Fig. 1: the metal 1 layer
Bar = 50 um.
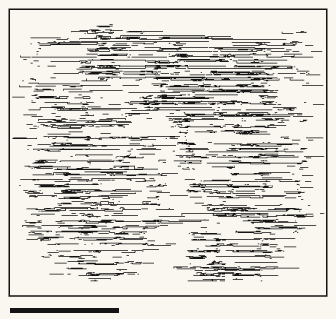
Fig. 2: signal wires on met2
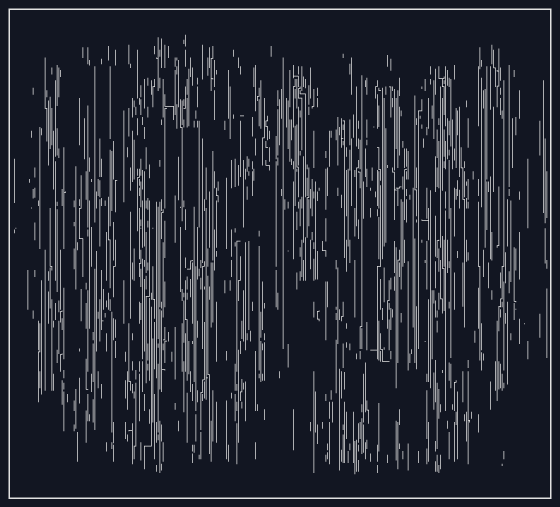
Fig. 3: metal 3
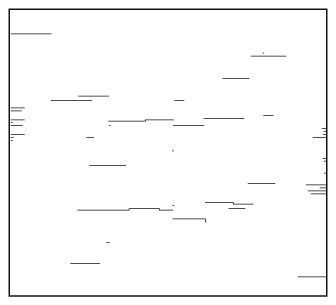
Fig. 4: nets reached from selected ports
Bar = 50 um.
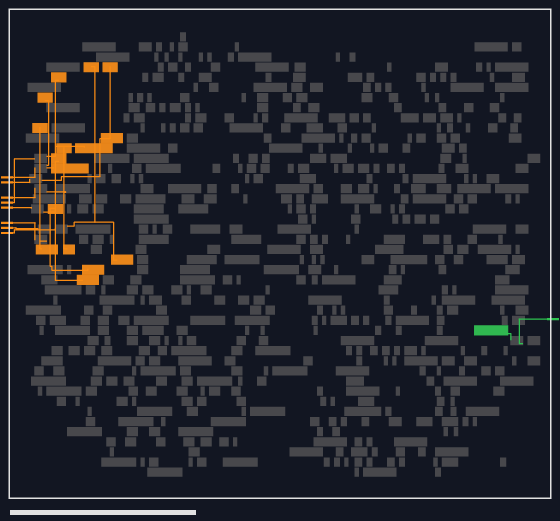
Fig. 5: routing congestion map
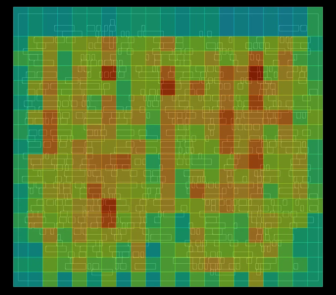
**config.mk**
```make
export PLATFORM = sky130hd
export DESIGN_NAME = usb_pd_encode
export DESIGN_NICKNAME = d
export VERILOG_FILES = /design/src/rtl/usb_pd_encode.sv
export SDC_FILE = /design/constraint.sdc
export NUM_CORES = 1
export LEC_CHECK = 0
export CAP_MARGIN = 5
export CELL_PAD_IN_SITES_DETAIL_PLACEMENT = 1
export CELL_PAD_IN_SITES_GLOBAL_PLACEMENT = 2
export CORE_ASPECT_RATIO = 0.9
export CORE_MARGIN = 2
export CORE_UTILIZATION = 30
export DETAILED_ROUTE_END_ITERATION = 8
export GPL_ROUTABILITY_DRIVEN = 0
export MAX_ROUTING_LAYER = met4
export PLACE_DENSITY_LB_ADDON = 0.1
export RECOVER_POWER = 50
export SYNTH_ARGS = -nofsm -noshare
export SYNTH_HDL_FRONTEND = slang
export SYNTH_SLANG_ARGS = --single-unit
export TNS_END_PERCENT = 50
```
**constraint.sdc**
```tcl
create_clock -name clk -period 3.2 [get_ports clk]
set_clock_uncertainty 0.05 [all_clocks]
set_input_delay 0.32 -clock clk [delete_from_list [all_inputs] [get_ports clk]]
set_output_delay 0.32 -clock clk [all_outputs]
set_load 0.02 [all_outputs]
```
**src/rtl/usb_pd_encode.sv**
```systemverilog
// USB PD transmit PHY: preamble, ordered set, 4b5b payload,
// CRC32 and EOP, BMC-coded onto the CC line.
module usb_pd_encode #(
  parameter int UI_CLKS       = 90,
  parameter int HALF_CLKS     = 45,
  parameter int HOLD_CLKS     = 27,
  parameter int PREAMBLE_BITS = 64
) (
  input  logic       clk,
  input  logic       rst_n,
  input  logic       start,
  input  logic [1:0] sop_sel,
  input  logic [7:0] tx_data,
  input  logic       tx_valid,
  input  logic       tx_last,
  output logic       tx_ready,
  output logic       cc_out,
  output logic       cc_oe,
  output logic       busy,
  output logic       done,
  output logic       tx_err
);

  typedef enum logic [2:0] {
    IDLE, PREAMBLE, ORDSET, PAYLOAD, CRC, EOP, TAIL
  } state_t;

  localparam int CW = $clog2(UI_CLKS);
  localparam int BW = $clog2(PREAMBLE_BITS);
  localparam logic [CW-1:0] UI_END   = CW'(UI_CLKS - 1);
  localparam logic [CW-1:0] HALF_AT  = CW'(HALF_CLKS - 1);
  localparam logic [CW-1:0] HOLD_END = CW'(HOLD_CLKS - 1);
  localparam logic [BW-1:0] PRE_END  = BW'(PREAMBLE_BITS - 1);
  localparam logic [BW-1:0] SYM_END  = BW'(4);

  localparam logic [4:0] S1 = 5'b11000;
  localparam logic [4:0] S2 = 5'b10001;
  localparam logic [4:0] S3 = 5'b00110;
  localparam logic [4:0] R1 = 5'b00111;
  localparam logic [4:0] R2 = 5'b11001;
  localparam logic [4:0] SYM_EOP = 5'b01101;

  function automatic logic [4:0] enc4(input logic [3:0] n);
    logic [4:0] s;
    case (n)
      4'h0: s = 5'b11110;
      4'h1: s = 5'b01001;
      4'h2: s = 5'b10100;
      4'h3: s = 5'b10101;
      4'h4: s = 5'b01010;
      4'h5: s = 5'b01011;
      4'h6: s = 5'b01110;
      4'h7: s = 5'b01111;
      4'h8: s = 5'b10010;
      4'h9: s = 5'b10011;
      4'hA: s = 5'b10110;
      4'hB: s = 5'b10111;
      4'hC: s = 5'b11010;
      4'hD: s = 5'b11011;
      4'hE: s = 5'b11100;
      default: s = 5'b11101;
    endcase
    return s;
  endfunction

  function automatic logic [4:0] ord_sym(
    input logic [1:0] s,
    input logic [1:0] i
  );
    logic [4:0] r;
    case (s)
      2'd0:    r = (i == 2'd3) ? S2 : S1;
      2'd1:    r = i[1] ? S3 : S1;
      2'd2:    r = i[0] ? S3 : S1;
      default: r = (i == 2'd3) ? R2 : R1;
    endcase
    return r;
  endfunction

  function automatic logic [31:0] crc_byte(
    input logic [31:0] c,
    input logic [7:0]  d
  );
    logic [31:0] r;
    r = c ^ {24'd0, d};
    for (int i = 0; i < 8; i++)
      r = r[0] ? ((r >> 1) ^ 32'hEDB88320) : (r >> 1);
    return r;
  endfunction

  state_t          state, state_d;
  logic [CW-1:0]   cnt;
  logic [BW-1:0]   bit_n;
  logic [2:0]      sym_n, sym_n_d;
  logic [4:0]      sym, sym_d;
  logic [1:0]      sel;
  logic            hr, nib, nib_d;
  logic            buf_full, last_taken, tail_hi;
  logic [7:0]      buf_data;
  logic [31:0]     crc, crc_out;
  logic [3:0]      crc_nib;
  logic            in_cell, cell_end, cur_bit, last_bit;
  logic            sym_end, tail_end, hs;
  logic            pay_ld, buf_free, err_d;

  assign crc_out  = ~crc;
  assign busy     = (state != IDLE);
  assign tx_ready = (state == PREAMBLE || state == ORDSET ||
                     state == PAYLOAD) &&
                    !buf_full && !last_taken && !hr;
  assign hs       = tx_valid && tx_ready;
  assign in_cell  = (state == PREAMBLE) || (state == ORDSET) ||
                    (state == PAYLOAD)  || (state == CRC) ||
                    (state == EOP);
  assign cell_end = in_cell && (cnt == UI_END);
  assign cur_bit  = (state == PREAMBLE) ? bit_n[0] : sym[0];
  assign last_bit = (state == PREAMBLE) ? (bit_n == PRE_END)
                                        : (bit_n == SYM_END);
  assign sym_end  = cell_end && last_bit;
  assign tail_end = (state == TAIL) && !tail_hi &&
                    (cnt == HOLD_END);

  always_comb begin
    state_d  = state;
    sym_d    = sym;
    sym_n_d  = sym_n;
    nib_d    = nib;
    buf_free = 1'b0;
    err_d    = 1'b0;
    pay_ld   = 1'b0;
    crc_nib  = 4'd0;
    if (state == IDLE && start) state_d = PREAMBLE;
    if (tail_end) state_d = IDLE;
    if (cell_end && !last_bit) sym_d = sym >> 1;
    if (sym_end) begin
      unique case (state)
        PREAMBLE: begin
          state_d = ORDSET;
          sym_n_d = 3'd0;
          sym_d   = ord_sym(sel, 2'd0);
        end
        ORDSET: begin
          if (sym_n != 3'd3) begin
            sym_n_d = sym_n + 3'd1;
            sym_d   = ord_sym(sel, sym_n_d[1:0]);
          end else if (hr) begin
            state_d = TAIL;
          end else begin
            pay_ld = 1'b1;
          end
        end
        PAYLOAD: pay_ld = 1'b1;
        CRC: begin
          if (sym_n != 3'd7) begin
            sym_n_d = sym_n + 3'd1;
            crc_nib = 4'(crc_out >> {sym_n_d, 2'b00});
            sym_d   = enc4(crc_nib);
          end else begin
            state_d = EOP;
            sym_d   = SYM_EOP;
          end
        end
        EOP: state_d = TAIL;
        default: ;
      endcase
    end
    // Low nibble first; an empty buffer before tx_last is an underrun
    if (pay_ld) begin
      unique case (1'b1)
        nib: begin
          state_d  = PAYLOAD;
          sym_d    = enc4(buf_data[7:4]);
          nib_d    = 1'b0;
          buf_free = 1'b1;
        end
        !nib && buf_full: begin
          state_d = PAYLOAD;
          sym_d   = enc4(buf_data[3:0]);
          nib_d   = 1'b1;
        end
        !nib && !buf_full && last_taken: begin
          state_d = CRC;
          sym_n_d = 3'd0;
          sym_d   = enc4(crc_out[3:0]);
        end
        !nib && !buf_full && !last_taken: begin
          state_d = EOP;
          sym_d   = SYM_EOP;
          err_d   = 1'b1;
        end
      endcase
    end
  end

  always_ff @(posedge clk or negedge rst_n) begin
    if (!rst_n) begin
      state      <= IDLE;
      cnt        <= '0;
      bit_n      <= '0;
      sym_n      <= '0;
      sym        <= '0;
      sel        <= '0;
      hr         <= 1'b0;
      nib        <= 1'b0;
      buf_full   <= 1'b0;
      buf_data   <= '0;
      last_taken <= 1'b0;
      tail_hi    <= 1'b0;
      crc        <= '1;
      cc_out     <= 1'b0;
      cc_oe      <= 1'b0;
      done       <= 1'b0;
      tx_err     <= 1'b0;
    end else begin
      state  <= state_d;
      sym    <= sym_d;
      sym_n  <= sym_n_d;
      nib    <= nib_d;
      done   <= tail_end;
      tx_err <= err_d;
      if (hs) begin
        buf_full <= 1'b1;
        buf_data <= tx_data;
        crc      <= crc_byte(crc, tx_data);
        if (tx_last) last_taken <= 1'b1;
      end else if (buf_free) begin
        buf_full <= 1'b0;
      end
      unique case (state)
        IDLE: begin
          if (start) begin
            sel    <= sop_sel;
            hr     <= &sop_sel;
            cc_oe  <= 1'b1;
            cc_out <= 1'b1;
            cnt    <= '0;
            bit_n  <= '0;
          end
        end
        TAIL: begin
          if (tail_hi) begin
            if (cnt == HALF_AT) begin
              cc_out  <= 1'b0;
              tail_hi <= 1'b0;
              cnt     <= '0;
            end else begin
              cnt <= cnt + CW'(1);
            end
          end else if (cnt == HOLD_END) begin
            cc_oe      <= 1'b0;
            crc        <= '1;
            buf_full   <= 1'b0;
            last_taken <= 1'b0;
          end else begin
            cnt <= cnt + CW'(1);
          end
        end
        default: begin
          if (cnt == UI_END) begin
            cnt    <= '0;
            cc_out <= ~cc_out;
            bit_n  <= last_bit ? '0 : bit_n + BW'(1);
            // A low line first goes high for half a UI
            if (state_d == TAIL) tail_hi <= ~cc_out;
          end else begin
            cnt <= cnt + CW'(1);
            if (cnt == HALF_AT && cur_bit) cc_out <= ~cc_out;
          end
        end
      endcase
    end
  end

endmodule

```
==> run notes <==
impl run done, here's what came out: CTS Buf Count 9, final hold violations 0, largest net degree at the start of global routing 71, flops & latches, synth 75, wire length per cell 20.6 um, most common logic cell in the routed design nand2_1, grt peak-use layer met2, clock tree buffer depth 2, synthesized cell area 5370 um2, mux share 8.27%, Logic area 3250 um2, share of cells above drive strength 1 18.7%, Final WS setup 0.291 ns, pre-CTS WS 0.282 ns, clock tree cell share of total cell area 4.75%, reg2reg start sym_n[0], min Tclk post-route 2.91 ns, area delta synth->final 14.6%, non-clock inverter count in the final layout 18, outcome finished clean, GR met3 Demand/Resource 3.75%, Post-Synth XOR/XNOR Area 13.4%, Vias 4276, metal2 WL 8.02 mm, Filler Cell Count 2019, Top Family by Delay on Critical Path multiplexers, wire length on met3 371 um, CTS Sinks 75, Power Clock 1.02 mW, synthesized area per cell 9.84 um2, # Cells Yosys 546, DR top layer met4, Largest Register crc, worst slew pin tran 1.42 ns, Pwr Total 2.61 mW, Non-Clock Buffer Count 39, setup repair bufs after CTS 0, Syn. warnings 0, RR Endpoint sym[4], cell row count 46, Post-DP HPWL 12.7 mm, worst reg2reg path depth 9
Back to the opening pictures, Fig. 1:
- wire length on this layer: 8200 um
- main direction: horizontal

Back to the opening pictures, Fig. 2:
- longest straight run: 78.2 um
- wire length on this layer: 8020 um
- main direction: vertical

Back to the opening pictures, Fig. 3:
- main direction: horizontal
- share of all routed wire: 2.2%
- longest straight run: 23.7 um
- wire length on this layer: 371 um
- nets with wire on the layer: 32

Back to the opening pictures, Fig. 4:
- orange: tx_data (bits 8; direction input; edge west; end cells 16; buffers 8; wire 387 um)
- green: done (bits 1; direction output; edge east; end cells 1; buffers 1; wire 18.2 um)
# IOs: 21
Buffers on Ports: 20

Back to the opening pictures, Fig. 5:
M2 GR Usage: 32.3%
Total GRT Usage: 19.3%

No activity file was given, so power comes from the tool's default toggle rates.
